==> src/rtl/dmux_route_ctrl_if.sv <==
// Request handshake and demux drive bundle for dmux_route_ctrl.
// The master issues routing requests; the slave is the sequencer driving the demux.
interface dmux_route_ctrl_if #(
    parameter int unsigned SEL_W = 3,
    parameter int unsigned LEN_W = 4
) ();
    logic             req_valid;
    logic             req_ready;
    logic [SEL_W-1:0] req_chan;
    logic [LEN_W-1:0] req_len;
    logic             scan_en;
    logic [SEL_W-1:0] sel;
    logic             dmux_in;
    logic             busy;
    logic             done;

    modport master (
        output req_valid, req_chan, req_len, scan_en,
        input  req_ready, sel, dmux_in, busy, done
    );

    modport slave (
        input  req_valid, req_chan, req_len, scan_en,
        output req_ready, sel, dmux_in, busy, done
    );
endinterface

==> src/rtl/dmux_route_ctrl.sv <==
// Sequencer for a downstream 3-to-8 demux: select settle -> data pulse -> guard,
// so the demux select never moves while its data input is high.
module dmux_route_ctrl #(
    parameter int unsigned SEL_W = 3,
    parameter int unsigned LEN_W = 4,
    parameter int unsigned GUARD = 1
) (
    input  logic             clk,
    input  logic             rst,
    dmux_route_ctrl_if.slave bus
);
    localparam int unsigned GRD_W = (GUARD > 1) ? $clog2(GUARD) : 1;
    localparam int unsigned CNT_W = (LEN_W > GRD_W) ? LEN_W : GRD_W;
    localparam logic [CNT_W-1:0] GUARD_CNT = CNT_W'(GUARD - 1);

    typedef enum logic [1:0] {StIdle, StSetup, StDrive, StHold} state_e;

    state_e           state_q, state_d;
    logic [CNT_W-1:0] cnt_q, cnt_d;
    logic [LEN_W-1:0] len_q, len_d;
    logic [SEL_W-1:0] sel_q, sel_d;
    logic [SEL_W-1:0] ptr_q, ptr_d;
    logic             scan_q, scan_d;
    logic             dmux_in_q, dmux_in_d;
    logic             done_q, done_d;

    always_ff @(posedge clk or posedge rst) begin
        if (rst) begin
            state_q   <= StIdle;
            cnt_q     <= '0;
            len_q     <= '0;
            sel_q     <= '0;
            ptr_q     <= '0;
            scan_q    <= 1'b0;
            dmux_in_q <= 1'b0;
            done_q    <= 1'b0;
        end else begin
            state_q   <= state_d;
            cnt_q     <= cnt_d;
            len_q     <= len_d;
            sel_q     <= sel_d;
            ptr_q     <= ptr_d;
            scan_q    <= scan_d;
            dmux_in_q <= dmux_in_d;
            done_q    <= done_d;
        end
    end

    always_comb begin
        state_d = state_q;
        cnt_d   = cnt_q;
        len_d   = len_q;
        sel_d   = sel_q;
        ptr_d   = ptr_q;
        scan_d  = scan_q;
        unique case (state_q)
            StIdle: begin
                // External requests win over the autonomous scan.
                if (bus.req_valid) begin
                    sel_d   = bus.req_chan;
                    len_d   = bus.req_len;
                    scan_d  = 1'b0;
                    cnt_d   = GUARD_CNT;
                    state_d = StSetup;
                end else if (bus.scan_en) begin
                    sel_d   = ptr_q;
                    len_d   = LEN_W'(1);
                    scan_d  = 1'b1;
                    cnt_d   = GUARD_CNT;
                    state_d = StSetup;
                end
            end
            StSetup: begin
                if (cnt_q != '0) begin
                    cnt_d = cnt_q - CNT_W'(1);
                end else if (len_q != '0) begin
                    cnt_d   = CNT_W'(len_q) - CNT_W'(1);
                    state_d = StDrive;
                end else begin
                    cnt_d   = GUARD_CNT;
                    state_d = StHold;
                end
            end
            StDrive: begin
                if (cnt_q != '0) begin
                    cnt_d = cnt_q - CNT_W'(1);
                end else begin
                    cnt_d   = GUARD_CNT;
                    state_d = StHold;
                end
            end
            StHold: begin
                if (cnt_q != '0) begin
                    cnt_d = cnt_q - CNT_W'(1);
                end else begin
                    state_d = StIdle;
                    if (scan_q) begin
                        ptr_d = ptr_q + SEL_W'(1);
                    end
                end
            end
            default: state_d = StIdle;
        endcase
        // Outputs are registered from the next state so they align with it.
        dmux_in_d = (state_d == StDrive);
        done_d    = (state_d == StHold) && (cnt_d == '0);
    end

    assign bus.req_ready = (state_q == StIdle) & ~rst;
    assign bus.busy      = (state_q != StIdle);
    assign bus.sel       = sel_q;
    assign bus.dmux_in   = dmux_in_q;
    assign bus.done      = done_q;
endmodule

==> src/flat_wrapper.sv <==
// flat-port wrapper written by rule: the top's interface ports become plain ports
module dmux_route_ctrl_flat 
#(
    parameter int unsigned SEL_W = 3,
    parameter int unsigned LEN_W = 4,
    parameter int unsigned GUARD = 1
)
  (clk, rst, bus_req_valid, bus_req_chan, bus_req_len, bus_scan_en, bus_req_ready, bus_sel, bus_dmux_in, bus_busy, bus_done);
  dmux_route_ctrl_if #(.SEL_W(SEL_W), .LEN_W(LEN_W)) bus_i ();
  input  logic clk;
  input  logic rst;
  input wire logic [$bits(bus_i.req_valid)-1:0] bus_req_valid;
  input wire logic [$bits(bus_i.req_chan)-1:0] bus_req_chan;
  input wire logic [$bits(bus_i.req_len)-1:0] bus_req_len;
  input wire logic [$bits(bus_i.scan_en)-1:0] bus_scan_en;
  output wire logic [$bits(bus_i.req_ready)-1:0] bus_req_ready;
  output wire logic [$bits(bus_i.sel)-1:0] bus_sel;
  output wire logic [$bits(bus_i.dmux_in)-1:0] bus_dmux_in;
  output wire logic [$bits(bus_i.busy)-1:0] bus_busy;
  output wire logic [$bits(bus_i.done)-1:0] bus_done;
  assign bus_i.req_valid = bus_req_valid;
  assign bus_i.req_chan = bus_req_chan;
  assign bus_i.req_len = bus_req_len;
  assign bus_i.scan_en = bus_scan_en;
  assign bus_req_ready = bus_i.req_ready;
  assign bus_sel = bus_i.sel;
  assign bus_dmux_in = bus_i.dmux_in;
  assign bus_busy = bus_i.busy;
  assign bus_done = bus_i.done;
  dmux_route_ctrl #(.SEL_W(SEL_W), .LEN_W(LEN_W), .GUARD(GUARD)) u_core (.clk(clk), .rst(rst), .bus(bus_i));
endmodule
==> config.mk <==
export PLATFORM = sky130hd
export DESIGN_NAME = dmux_route_ctrl_flat
export DESIGN_NICKNAME = d
export VERILOG_FILES = /design/src/rtl/dmux_route_ctrl_if.sv /design/src/rtl/dmux_route_ctrl.sv /design/src/flat_wrapper.sv
export SDC_FILE = /design/constraint.sdc
export NUM_CORES = 1
export LEC_CHECK = 0
export CORE_MARGIN = 1.5
export CORE_UTILIZATION = 40
export CTS_BUF_LIST = sky130_fd_sc_hd__clkbuf_8 sky130_fd_sc_hd__clkbuf_16
export DETAILED_ROUTE_END_ITERATION = 7
export PLACE_DENSITY = 0.73
export SYNTH_ARGS = -nofsm -noshare
export SYNTH_HDL_FRONTEND = slang
export SYNTH_SLANG_ARGS = --single-unit
==> constraint.sdc <==
create_clock -name clk -period 2.65 [get_ports clk]
set_input_delay 0.53 -clock clk [delete_from_list [all_inputs] [get_ports clk]]
set_output_delay 0.53 -clock clk [all_outputs]
set_load 0.005 [all_outputs]
==> job_summary.md, run 1 <==
## Implementation flow summary

| Metric | Value |
|---|---|
| Number of enable flip-flop cells | 0 |
| Final instance area | 1290 sq um |
| Mi-comb count | 81 |
| Post-Layout Cell Count | 161 |
| Final worst slack | 405 ps |
| Mapped Nets | 129 |
| Pint | 908 uW |
| Layout Nets | 148 |
| Hold Path Class | reg2reg |
| Initial antenna violation count | 0 |
| Final non-clock buffer share | 13.8% |
| Placed inst area | 1240 sq um |
| Xor+xnor area frac | 2.51% |
| Mux area share | 1.08% |
| Worst setup endpoint | bus_req_ready |
| Outcome | finished, final reports clean |
| Netlist cell types | 30 |
| Final Core Density | 52.0% |
| Maximum VDD drop | 0.690 mV |
| Synth area leader | dfrtp_1 |
| Crit path buffers/inverters | 2 |
| Largest net degree at the start of global routing | 20 |
| Crit-path slowest cell | clkdlybuf4s50_1 |
| Sequential share of cell area | 36.9% |
| Max incr delay on CP | 500 ps |
| Chip width | 54.1 microns |
| Clock-cell share | 3.59% |
| Req. time, crit path | 2120 ps |
| Hpwl dp | 1690 microns |
| Final setup TNS | 0 ps |
| Final min period | 2250 ps |
| Leak | 0.000542 uW |
| PD cells | 1190 nW/um^2 |
| CP Max Fanout | 11 |
| FF-to-FF setup slack | 510 ps |
| ANT nets after route | 0 |
| PortBufs | 17 |
| Top-count cell post-synth | dfrtp_1 |
| Clock share of power | 13.2% |
| Sequential Power | 563 uW |
| Aoi share | 20.0% |
| Pwr Total | 1540 uW |
| Initial DRC count | 22 |
| Endpoints failing setup | 0 |
| Synthesized instance count | 113 |
| Post-CTS Setup Inserts | 0 |
| CTS root buf | clkbuf_8 |
| Non-clock buffer count | 18 |
| GP Congestion | 0.872 |
| Most frequent logic cell in the layout | dfrtp_1 |
| Top cells by instance count after synthesis | dfrtp_1, a21oi_1, nand2_1 |
| DR DRC count | 0 |
| Largest registers | u_core.cnt_q x4, u_core.len_q x4 |
| Worst Min Path Start | u_core.ptr_q[2] |
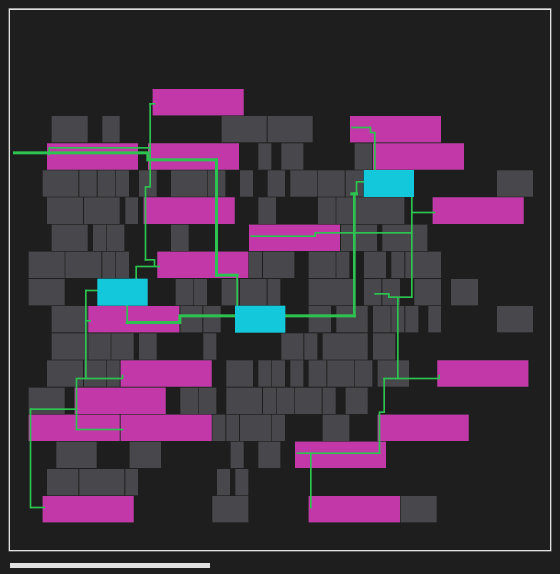
Run 1: clock wires, drivers and flops
Scale bar: 20 microns.
- clock drivers: cyan (count 3)
- clock wires: green (length 242 microns)
- flip-flops: magenta (count 19)
- routed clock nets: 4
clk ins delay skew pair: 260 ps
clk pwr: 204 uW
Final Skew: 1.55 ps

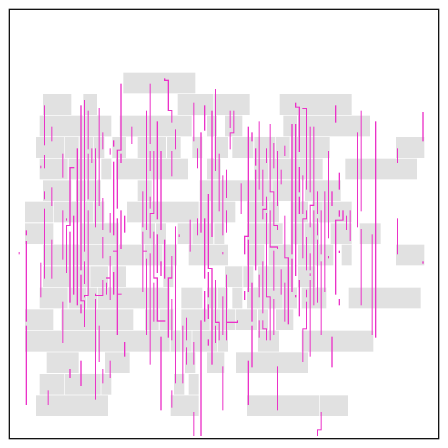
Run 1: signal wires on met2
- share of all routed wire: 50%
- main direction: vertical
- wire length on this layer: 1160 microns
- longest straight run: 27.2 microns
- nets with wire on the layer: 121
Routed Wire Length: 2330 microns
met2 GRT Util: 33.1%
routed via count: 907

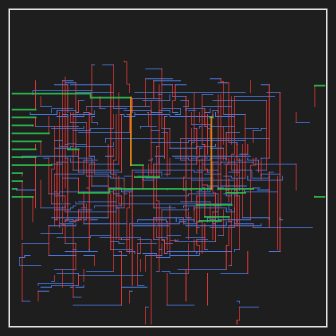
Run 1: wiring by layer
- metal 3: green (wire length 123 microns)
- metal 2: red (wire length 1160 microns)
- metal 1: blue (wire length 1020 microns)
- metal 4: orange (wire length 23.8 microns)
routed wirelength normalized by instance count: 14.5 microns
Global Route Usage Sum: 19.4%

==> run 2, diff against run 1 <==
Clock period 2.65 ns to 2.1 ns, I/O delays scaled along.
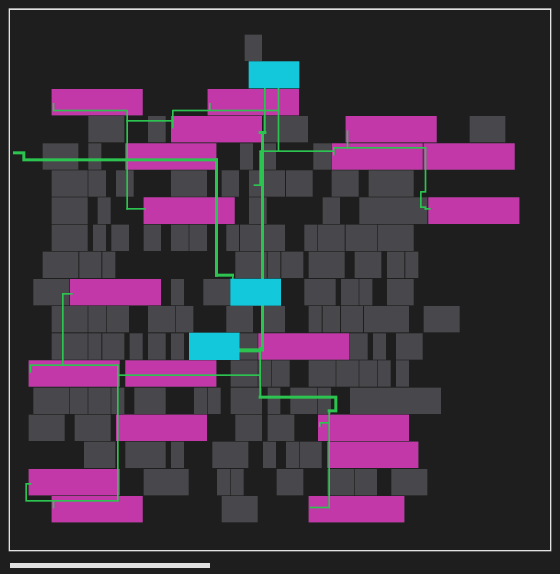
Run 2: clock wires, drivers and flops
Scale bar: 20 microns.
- clock wires: green (length 237 microns)
- clock drivers: cyan (count 3)
- flip-flops: magenta (count 19)
- routed clock nets: 4
Final Skew: 2.19 ps
clk pwr: 251 uW
clock share of power: 12.3%

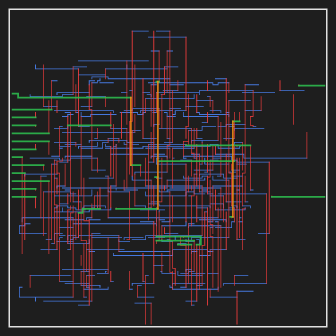
Run 2: wiring by layer
- metal 4: orange (wire length 49.6 microns)
- metal 2: red (wire length 1200 microns)
- metal 1: blue (wire length 1010 microns)
- metal 3: green (wire length 153 microns)
routed via count: 930
Routed Wire Length: 2410 microns
Global Route Usage Sum: 20.0%

==> job_summary.md, run 2 <==
## Implementation flow summary

| Metric | Value |
|---|---|
| Top cells by area | dfrtp_1, ha_1, a21oi_1, nand2_1, nor2_1 (unchanged) |
| Final non-clock buffer share | 16.5% (was 13.8%) |
| Mi-comb count | 81 (unchanged) |
| Top cell type's share of synthesized area | 45.5% (unchanged) |
| Outcome | finished, final reports clean (unchanged) |
| Pint | 1210 uW (was 908 uW) |
| Initial antenna violation count | 0 (unchanged) |
| Pwr Total | 2040 uW (was 1540 uW) |
| Layout Nets | 154 (was 148) |
| Final setup TNS | 0 ps (unchanged) |
| Post-CTS Setup Inserts | 0 (unchanged) |
| Clock-cell share | 3.35% (was 3.59%) |
| Aoi share | 20.0% (unchanged) |
| Post-Layout Cell Count | 167 (was 161) |
| PD cells | 1510 nW/um^2 (was 1190 nW/um^2) |
| Largest registers | u_core.cnt_q x4, u_core.len_q x4 (unchanged) |
| Clock Pin Slew Worst Setup and Hold Paths | 70 ps (about the same) |
| Xor+xnor area frac | 2.51% (unchanged) |
| Top-count cell post-synth | dfrtp_1 (unchanged) |
| Final min period | 1950 ps |
| Synth area leader | dfrtp_1 (unchanged) |
| Netlist cell types | 30 (unchanged) |
| Leak | 0.000573 uW (was 0.000542 uW) |
| Routed wirelength normalized by instance count | 14.4 microns (was 14.5 microns) |
| DR DRC count | 0 (unchanged) |
| Crit-path slowest cell | dfrtp_2 (was clkdlybuf4s50_1) |
| Maximum VDD drop | 0.751 mV (was 0.690 mV) |
| Largest net degree at the start of global routing | 20 (unchanged) |
| FF-to-FF setup slack | 170 ps (was 510 ps) |
| PortBufs | 17 (unchanged) |
| GP Congestion | 0.865 (was 0.872) |
| Number of enable flip-flop cells | 0 (unchanged) |
| Endpoints failing setup | 0 (unchanged) |
| Worst Min Path Start | u_core.ptr_q[2] (unchanged) |
| ANT nets after route | 0 (unchanged) |
| Synthesized instance count | 113 (unchanged) |
| Clk ins delay skew pair | 260 ps (about the same) |
| Most frequent logic cell in the layout | dfrtp_1 (unchanged) |
| Final instance area | 1350 sq um (was 1290 sq um) |
| Crit path buffers/inverters | 3 (was 2) |
| Req. time, crit path | 1680 ps (was 2120 ps) |
| CTS root buf | clkbuf_8 (unchanged) |
| Hpwl dp | 1830 microns (was 1690 microns) |
| Chip width | 54.1 microns (unchanged) |
| Max incr delay on CP | 460 ps (was 500 ps) |
| Met2 GRT Util | 35.4% (was 33.1%) |
| Mux area share | 1.08% (unchanged) |
| Placed inst area | 1290 sq um (was 1240 sq um) |
| Sequential share of cell area | 35.4% (was 36.9%) |
| Top cells by instance count after synthesis | dfrtp_1, a21oi_1, nand2_1 (unchanged) |
| Final Core Density | 54.3% (was 52.0%) |
==> run 3, diff against run 2 <==
Settings changed: CORE_UTILIZATION 40 to 35, PLACE_DENSITY 0.73 to 0.67, SLEW_MARGIN set to 25.
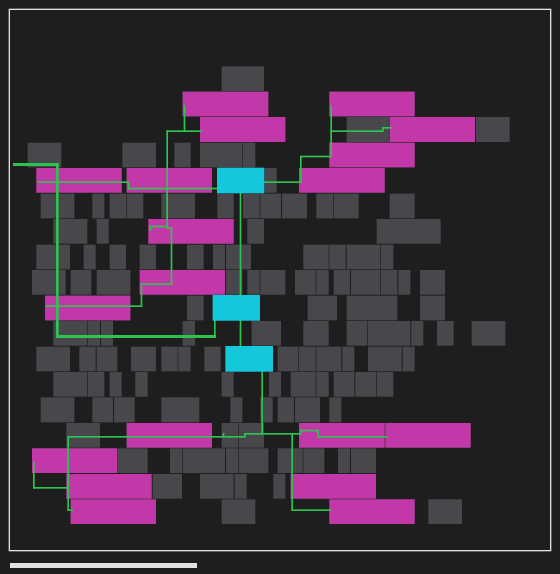
Run 3: clock wires, drivers and flops
Scale bar: 20 microns.
- flip-flops: magenta (count 19)
- clock wires: green (length 225 microns)
- clock drivers: cyan (count 3)
- routed clock nets: 4
clk pwr: 244 uW
clk ins delay skew pair: 250 ps
Final Skew: 4.54 ps

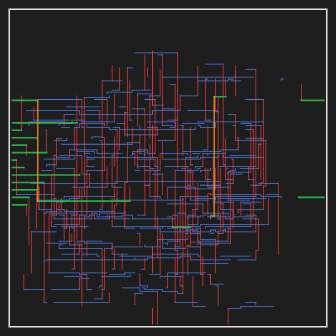
Run 3: wiring by layer
- metal 1: blue (wire length 1070 microns)
- metal 2: red (wire length 1100 microns)
- metal 3: green (wire length 93.1 microns)
- metal 4: orange (wire length 40.1 microns)
Routed Wire Length: 2310 microns
routed wirelength normalized by instance count: 13.7 microns
Global Route Usage Sum: 15.1%

==> job_summary.md, run 3 <==
## Implementation flow summary

| Metric | Value |
|---|---|
| Clock share of power | 12.3% (about the same) |
| Aoi share | 20.0% (unchanged) |
| Multi-input gate area | 520 sq um (was 531 sq um) |
| Clkbuf count | 3 (unchanged) |
| Top FF cell, synth | dfrtp_1 (unchanged) |
| Clock Pin Slew Worst Setup and Hold Paths | 60 ps (was 70 ps) |
| Crit path DAT | 1580 ps (was 1530 ps) |
| Outcome | finished, final reports clean (unchanged) |
| Non-clock buffer count | 24 (unchanged) |
| # Cells Yosys | 113 (unchanged) |
| Seq share, synth | 45.5% (unchanged) |
| Final setup TNS | 0 ps (unchanged) |
| Most frequent logic cell in the layout | dfrtp_1 (unchanged) |
| Number of enable flip-flop cells | 0 (unchanged) |
| Routed vias/inst | 5.35 (was 5.57) |
| Final instance area | 1340 sq um (was 1350 sq um) |
| Met2 GRT Util | 25.6% (was 35.4%) |
| Met1 usage | 19.1% (was 23.0%) |
| Mux area share | 1.08% (unchanged) |
| Synthesized instance count | 113 (unchanged) |
| Top cell type's share of synthesized area | 45.5% (unchanged) |
| Final Core Density | 47.7% (was 54.3%) |
| Comb pwr share | 53.3% (was 53.6%) |
| Placed cell count | 164 (was 163) |
| Hold Path Class | reg2reg (unchanged) |
| GP Congestion | 0.862 (was 0.865) |
| H-Tree Depth | 1 (unchanged) |
| Largest net degree at the start of global routing | 20 (unchanged) |
| Post-Layout Cell Count | 168 (was 167) |
| Max incr delay on CP | 490 ps (was 460 ps) |
| Flops after synth | 19 (unchanged) |
| RSZ-0062 raised after global routing | no (unchanged) |
| Fp util | 37.2% (was 42.2%) |
| Xor+xnor area frac | 2.51% (unchanged) |
| Pre-CTS WS | 179 ps (was 119 ps) |
| Leak | 0.000570 uW (was 0.000573 uW) |
| Switching share of power | 39.9% (was 40.4%) |
| Sequential share of cell area | 35.5% (was 35.4%) |
| DR DRC count | 0 (unchanged) |
| Layout Nets | 154 (unchanged) |
| YS chip area | 1040 sq um (unchanged) |
| Netlist cell types | 30 (unchanged) |
| Grt peak-use layer | met2 (unchanged) |
| ANT nets after route | 0 (unchanged) |
| Critical path type | reg2out (unchanged) |
| Initial DRC count | 17 (was 18) |
| PD cells | 1490 nW/um^2 (was 1510 nW/um^2) |
| Hold Vio Cnt, Final | 0 (unchanged) |
| Crit path buffers/inverters | 3 (unchanged) |
| Endpoints failing setup | 0 (unchanged) |
| Pint | 1200 uW (was 1210 uW) |
| Crit-path slowest cell | clkdlybuf4s50_1 (was dfrtp_2) |
| Final worst slack | 97.9 ps (was 153 ps) |
| Mapped Nets | 129 (unchanged) |
| Worst Tran Pin Value | 359 ps (was 339 ps) |
| Largest Pwr Group | combinational cells (unchanged) |
| Clock-cell share | 3.46% (was 3.35%) |
| Placed inst area | 1290 sq um (about the same) |
| Routed via count | 899 (was 930) |
| Worst setup endpoint | bus_busy (unchanged) |
| CP startpoint | u_core.state_q[0] (unchanged) |
| Mi-comb count | 81 (unchanged) |
| Final min period | 2000 ps (was 1950 ps) |
| CTS root buf | clkbuf_8 (unchanged) |
| Chip width | 57.6 microns (was 54.1 microns) |
| Switch Pwr | 793 uW (was 822 uW) |
| Pwr Total | 1990 uW (was 2040 uW) |
| Synth area leader | dfrtp_1 (unchanged) |
| Final non-clock buffer share | 16.7% (was 16.5%) |
| Worst Min Path Start | u_core.ptr_q[2] (unchanged) |
| Initial antenna violation count | 0 (unchanged) |
| Req. time, crit path | 1680 ps (about the same) |
| FF-to-FF setup slack | 160 ps (was 170 ps) |
| Clk buf depth | 2 (unchanged) |
| Post-CTS Setup Inserts | 0 (unchanged) |
| Register Area | 475 sq um (was 477 sq um) |
| Maximum VDD drop | 0.693 mV (was 0.751 mV) |
| Inverters | 9 (unchanged) |
| Slew HR | 75.8% (was 77.1%) |
| Sequential Power | 686 uW (was 693 uW) |
| CP Max Fanout | 9 (unchanged) |
| Met2 wire length | 1100 microns (was 1200 microns) |
| Top cells by area | dfrtp_1, ha_1, a21oi_1, nand2_1, nor2_1 (unchanged) |
| PortBufs | 17 (unchanged) |
| Largest registers | u_core.cnt_q x4, u_core.len_q x4 (unchanged) |
| Fillcell total | 284 (was 247) |
| Top cells by instance count after synthesis | dfrtp_1, a21oi_1, nand2_1 (unchanged) |
| Top-count cell post-synth | dfrtp_1 (unchanged) |
| Synth Warn # | 0 (unchanged) |
No activity file was given, so power comes from the tool's default toggle rates.
